$ cat src/rtl/fume_panel_cmd.sv
// Front-panel command generator for the fume-extractor mode controller:
// button debounce, user-interaction FSM, hurricane lockout and delayed return.
module fume_panel_cmd #(
    parameter int unsigned DB_CYCLES = 4,
    parameter int unsigned RET_DELAY = 60
) (
    input  logic       clk,
    input  logic       rst,
    input  logic       btn_mode,
    input  logic       btn_s1,
    input  logic       btn_s2,
    input  logic       btn_s3,
    input  logic       btn_back,
    input  logic       in_work,
    input  logic [1:0] speed,
    input  logic [5:0] timer,
    output logic       mode_sel,
    output logic [1:0] speed_sel,
    output logic       manual_return,
    output logic       hurricane_lock,
    output logic [5:0] ret_count
);

    localparam int unsigned NBTN = 5;
    localparam int unsigned CW   = (DB_CYCLES > 1) ? $clog2(DB_CYCLES) : 1;

    localparam int unsigned B_S1   = 0;
    localparam int unsigned B_S2   = 1;
    localparam int unsigned B_S3   = 2;
    localparam int unsigned B_MODE = 3;
    localparam int unsigned B_BACK = 4;

    typedef enum logic [2:0] {
        S_IDLE,
        S_RUN,
        S_HURR,
        S_RET_WAIT,
        S_RET_PULSE
    } state_t;

    logic [NBTN-1:0]         btn_raw;
    logic [NBTN-1:0]         sync1_q, sync2_q;
    logic [NBTN-1:0]         level_q, level_d;
    logic [NBTN-1:0][CW-1:0] cnt_q, cnt_d;
    logic [NBTN-1:0]         press;

    logic ev_back, ev_mode, ev_s3, ev_s2, ev_s1;

    state_t     state_q, state_d;
    logic       mode_sel_q, mode_sel_d;
    logic [1:0] speed_sel_q, speed_sel_d;
    logic       manual_return_q, manual_return_d;
    logic       lock_q, lock_d;
    logic [5:0] ret_q, ret_d;
    logic [1:0] settle_q, settle_d;

    logic unused_in_work;

    assign unused_in_work = in_work;
    assign btn_raw = {btn_back, btn_mode, btn_s3, btn_s2, btn_s1};

    // Press fires in the cycle the DB_CYCLES-th equal sample is seen, so the
    // FSM acts on the same edge that commits the new level.
    always_comb begin
        cnt_d   = cnt_q;
        level_d = level_q;
        press   = '0;
        for (int unsigned i = 0; i < NBTN; i++) begin
            if (sync2_q[i] == level_q[i]) begin
                cnt_d[i] = '0;
            end else if (cnt_q[i] == CW'(DB_CYCLES - 1)) begin
                level_d[i] = sync2_q[i];
                cnt_d[i]   = '0;
                press[i]   = sync2_q[i];
            end else begin
                cnt_d[i] = cnt_q[i] + CW'(1);
            end
        end
    end

    assign ev_back = press[B_BACK];
    assign ev_mode = press[B_MODE] & ~press[B_BACK];
    assign ev_s3   = press[B_S3] & ~press[B_BACK] & ~press[B_MODE];
    assign ev_s2   = press[B_S2] & ~press[B_BACK] & ~press[B_MODE] & ~press[B_S3];
    assign ev_s1   = press[B_S1] & ~press[B_BACK] & ~press[B_MODE] & ~press[B_S3] & ~press[B_S2];

    always_comb begin
        state_d         = state_q;
        mode_sel_d      = mode_sel_q;
        speed_sel_d     = speed_sel_q;
        manual_return_d = 1'b0;
        lock_d          = lock_q;
        ret_d           = ret_q;
        settle_d        = settle_q;
        unique case (state_q)
            S_IDLE: begin
                mode_sel_d  = 1'b0;
                speed_sel_d = 2'b00;
                if (ev_mode) begin
                    state_d    = S_RUN;
                    mode_sel_d = 1'b1;
                end
            end
            S_RUN: begin
                if (ev_back) begin
                    state_d         = S_RET_PULSE;
                    manual_return_d = 1'b1;
                end else if (ev_mode) begin
                    state_d     = S_IDLE;
                    mode_sel_d  = 1'b0;
                    speed_sel_d = 2'b00;
                end else if (ev_s3) begin
                    if (!lock_q) begin
                        state_d     = S_HURR;
                        speed_sel_d = 2'b10;
                        lock_d      = 1'b1;
                        settle_d    = 2'd2;
                    end else begin
                        speed_sel_d = 2'b01;
                    end
                end else if (ev_s2) begin
                    speed_sel_d = 2'b01;
                end else if (ev_s1) begin
                    speed_sel_d = 2'b00;
                end
            end
            S_HURR: begin
                // Settle masks stale gear/timer feedback from before hurricane was granted.
                if (ev_back) begin
                    state_d     = S_RET_WAIT;
                    ret_d       = 6'(RET_DELAY);
                    speed_sel_d = 2'b01;
                end else if (ev_mode) begin
                    state_d     = S_IDLE;
                    mode_sel_d  = 1'b0;
                    speed_sel_d = 2'b00;
                end else if (settle_q != 2'd0) begin
                    settle_d = settle_q - 2'd1;
                end else if (speed == 2'b01 && timer == 6'd0) begin
                    state_d     = S_RUN;
                    speed_sel_d = 2'b01;
                end
            end
            S_RET_WAIT: begin
                if (ev_mode) begin
                    state_d     = S_IDLE;
                    ret_d       = '0;
                    mode_sel_d  = 1'b0;
                    speed_sel_d = 2'b00;
                end else if (ev_s1 || ev_s2) begin
                    state_d     = S_RUN;
                    ret_d       = '0;
                    speed_sel_d = ev_s2 ? 2'b01 : 2'b00;
                end else if (ret_q == 6'd0) begin
                    state_d         = S_RET_PULSE;
                    manual_return_d = 1'b1;
                end else begin
                    ret_d = ret_q - 6'd1;
                end
            end
            S_RET_PULSE: begin
                state_d     = S_IDLE;
                mode_sel_d  = 1'b0;
                speed_sel_d = 2'b00;
            end
            default: begin
                state_d     = S_IDLE;
                mode_sel_d  = 1'b0;
                speed_sel_d = 2'b00;
                ret_d       = '0;
            end
        endcase
    end

    always_ff @(posedge clk or negedge rst) begin
        if (!rst) begin
            sync1_q         <= '0;
            sync2_q         <= '0;
            level_q         <= '0;
            cnt_q           <= '0;
            state_q         <= S_IDLE;
            mode_sel_q      <= 1'b0;
            speed_sel_q     <= 2'b00;
            manual_return_q <= 1'b0;
            lock_q          <= 1'b0;
            ret_q           <= '0;
            settle_q        <= '0;
        end else begin
            sync1_q         <= btn_raw;
            sync2_q         <= sync1_q;
            level_q         <= level_d;
            cnt_q           <= cnt_d;
            state_q         <= state_d;
            mode_sel_q      <= mode_sel_d;
            speed_sel_q     <= speed_sel_d;
            manual_return_q <= manual_return_d;
            lock_q          <= lock_d;
            ret_q           <= ret_d;
            settle_q        <= settle_d;
        end
    end

    assign mode_sel       = mode_sel_q;
    assign speed_sel      = speed_sel_q;
    assign manual_return  = manual_return_q;
    assign hurricane_lock = lock_q;
    assign ret_count      = ret_q;

endmodule
$ cat config.mk
export PLATFORM = sky130hd
export DESIGN_NAME = fume_panel_cmd
export DESIGN_NICKNAME = d
export VERILOG_FILES = /design/src/rtl/fume_panel_cmd.sv
export SDC_FILE = /design/constraint.sdc
export NUM_CORES = 1
export LEC_CHECK = 0
export CORE_MARGIN = 4
export CORE_UTILIZATION = 50
export CTS_BUF_LIST = sky130_fd_sc_hd__clkbuf_4
export CTS_CLUSTER_DIAMETER = 60
export DETAILED_ROUTE_END_ITERATION = 7
export PLACE_DENSITY = 0.74
export SYNTH_ARGS = -nofsm -noshare
export SYNTH_HDL_FRONTEND = slang
export SYNTH_SLANG_ARGS = --single-unit
$ cat constraint.sdc
create_clock -name clk -period 5.7 [get_ports clk]
set_input_delay 1.71 -clock clk [delete_from_list [all_inputs] [get_ports clk]]
set_output_delay 1.71 -clock clk [all_outputs]
set_load 0.02 [all_outputs]
==> deck_impl_summary.md <==
Run Summary

GRT
  • Vias in the first global route: 1466
  • Initial antenna violation count: 0
  • Global route total overflow: 0
  • Overall Global Routing Usage: 0.170

Route
  • Vias: 1420
  • Post-route DRC: 0

Final layout
  • Largest Register: cnt_q
  • Number of flip-flops in the largest register: 10
  • Share of post-route cells with drive strength above 1: 0.109

Setup path
  • CP max-delay cell: clkdlybuf4s50_1
  • Critical path type: register to output port
  • Crit path arrival time: 1490 ps
  • CP Buf/Inv Count: 1
  • Worst-path fanout max: 8

Outcome
  • Status: complete, no violations

Final timing
  • RSZ-0062 raised after global routing: false

Logic synthesis
  • Top-area cell type share of the netlist area: 0.526
  • Dominant Register Cell: dfrtp_1
  • Ys Warns: 0
  • Yosys reg bits: 41
  • Post-synthesis cell count: 174
  • AO/OA Area Share: 0.151
  • MUX share of area: 0.0449
  • Cells in synth_stat.txt: 174
  • And+or+nand+nor area frac: 0.184
  • Main logic family: simple AND/OR/NAND/NOR gates

Place
  • Post-DP HPWL: 2.74 mm

Clock tree
  • CTS buffer count: 5
  • PostCTS Resize Cnt: 0

Floorplan
  • Width of the die: 70.5 um
layout make-up:
cell class / instances / share of cell area
sequential: 41 / 0.444
multi-input combinational: 120 / 0.378
timing repair buffer: 25 / 0.106
tap: 48 / 0.0260
clock buffer: 6 / 0.0195
clock inverter: 2 / 0.0146
inverter: 7 / 0.0114
synthesized netlist by cell type (all sizes together), types with 4 or more instances:
cell type	count
dfrtp	41
nor2	13
nor3	11
ha	7
inv	7
mux2	6
nand2	6
nand3	6
o21ai	6
nand3b	5
nor2b	5
xnor2	5
a21oi	4
buf	4
routing by layer:
layer | GRT usage | wire length, um | vias up
li1 | - | - | 688
met1 | 0.212 | 1570 | 691
met2 | 0.270 | 1830 | 34
met3 | 0.0460 | 232 | 7
met4 | 0.0851 | 79 | 0
met5 | 0 | 0 | -
final timing paths:
kind | startpoint | to | cells after the start
worst max-delay path | ret_count[2] | ret_count[2] | 1
worst min-delay path | sync1_q[3] | sync2_q[3] | 0
worst max register to register | cnt_q[8] | speed_sel[0] | 6
max in group asynchronous | rst | speed_sel[0] | 1
worst min register to register | sync1_q[3] | sync2_q[3] | 0
min in group asynchronous | rst | level_q[4] | 1
where the power goes:
group          internal, mW  total (mW)  switching (mW)  leakage [nW]
combinational         0.169       0.325           0.156         0.432
sequential            0.366       0.441          0.0754         0.521
clock                0.0960       0.183          0.0872        0.0433
total                 0.630       0.949           0.319         0.996
per-stage QoR:
| stage | util | cells | power (mW) |
|---|---|---|---|
| finish | 0.621 | 249 | 0.949 |
| global route | 0.621 | 249 | 1.03 |
| CTS | 0.621 | 249 | 0.962 |
| detailed placement | 0.600 | 241 | 0.773 |
| global placement | 0.600 | 241 | 0.750 |
| floorplan | - | 174 | 0.675 |
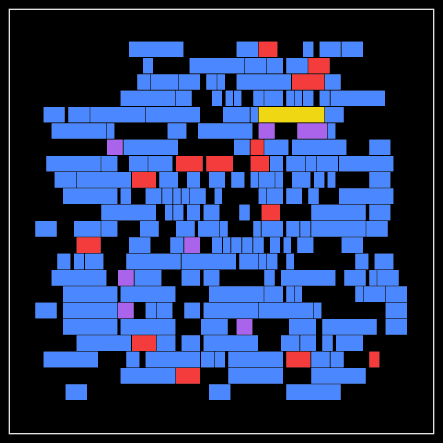
*Sizing map*
Scale: 6 px per um.
x6 and larger: marked yellow, cells 1, share 0.50%, most used bufinv_16. x2: marked red, cells 14, share 7.0%, most used mux2_2. x1 and smaller: marked blue, cells 179, share 89%, most used dfrtp_1. x3 and x4: marked purple, cells 7, share 3.5%, most used clkbuf_4.
Final WS setup: 2500 ps
non-clock buffer count: 25

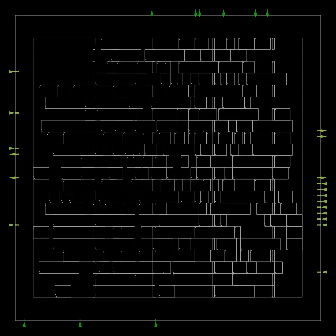
*Cell outlines without signal wires*
proportion of cell area occupied by registers: 0.444
site row count: 22

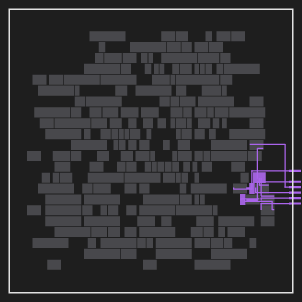
*Port wiring*
Scale: 4 px per um.
timer: marked purple, bits 6, direction input, edge east, end cells 3, buffers 6, wire 118 um.

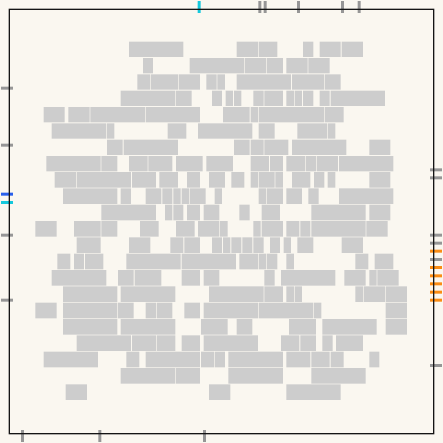
*Pin map*
Scale: 6 px per um. Pins as bars across the die edge, other pins in grey.
btn_s3: marked blue, pins 1, direction input, edge west. timer: marked orange, pins 6, direction input, edge east. speed_sel: marked cyan, pins 2, direction output, edge 1 north, 1 west.
All pins by edge: 12 east, 6 west, 6 north, 3 south.

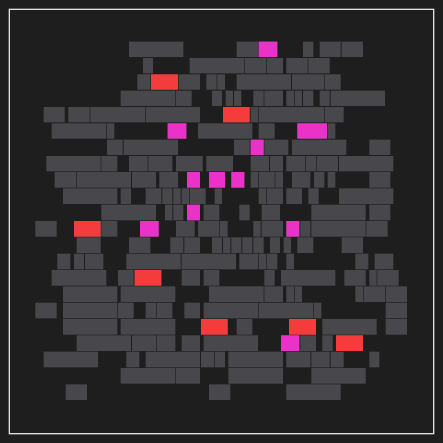
*Gate families picked out*
Scale: 6 px per um.
and/or cells: marked magenta, cells 11, where centre. fa/ha/maj cells: marked red, cells 7.
fin cells: 249
fraction of area in multi-input gates: 0.378
most frequent logic cell in the layout: dfrtp_1

Power and IR drop assume default switching activity.
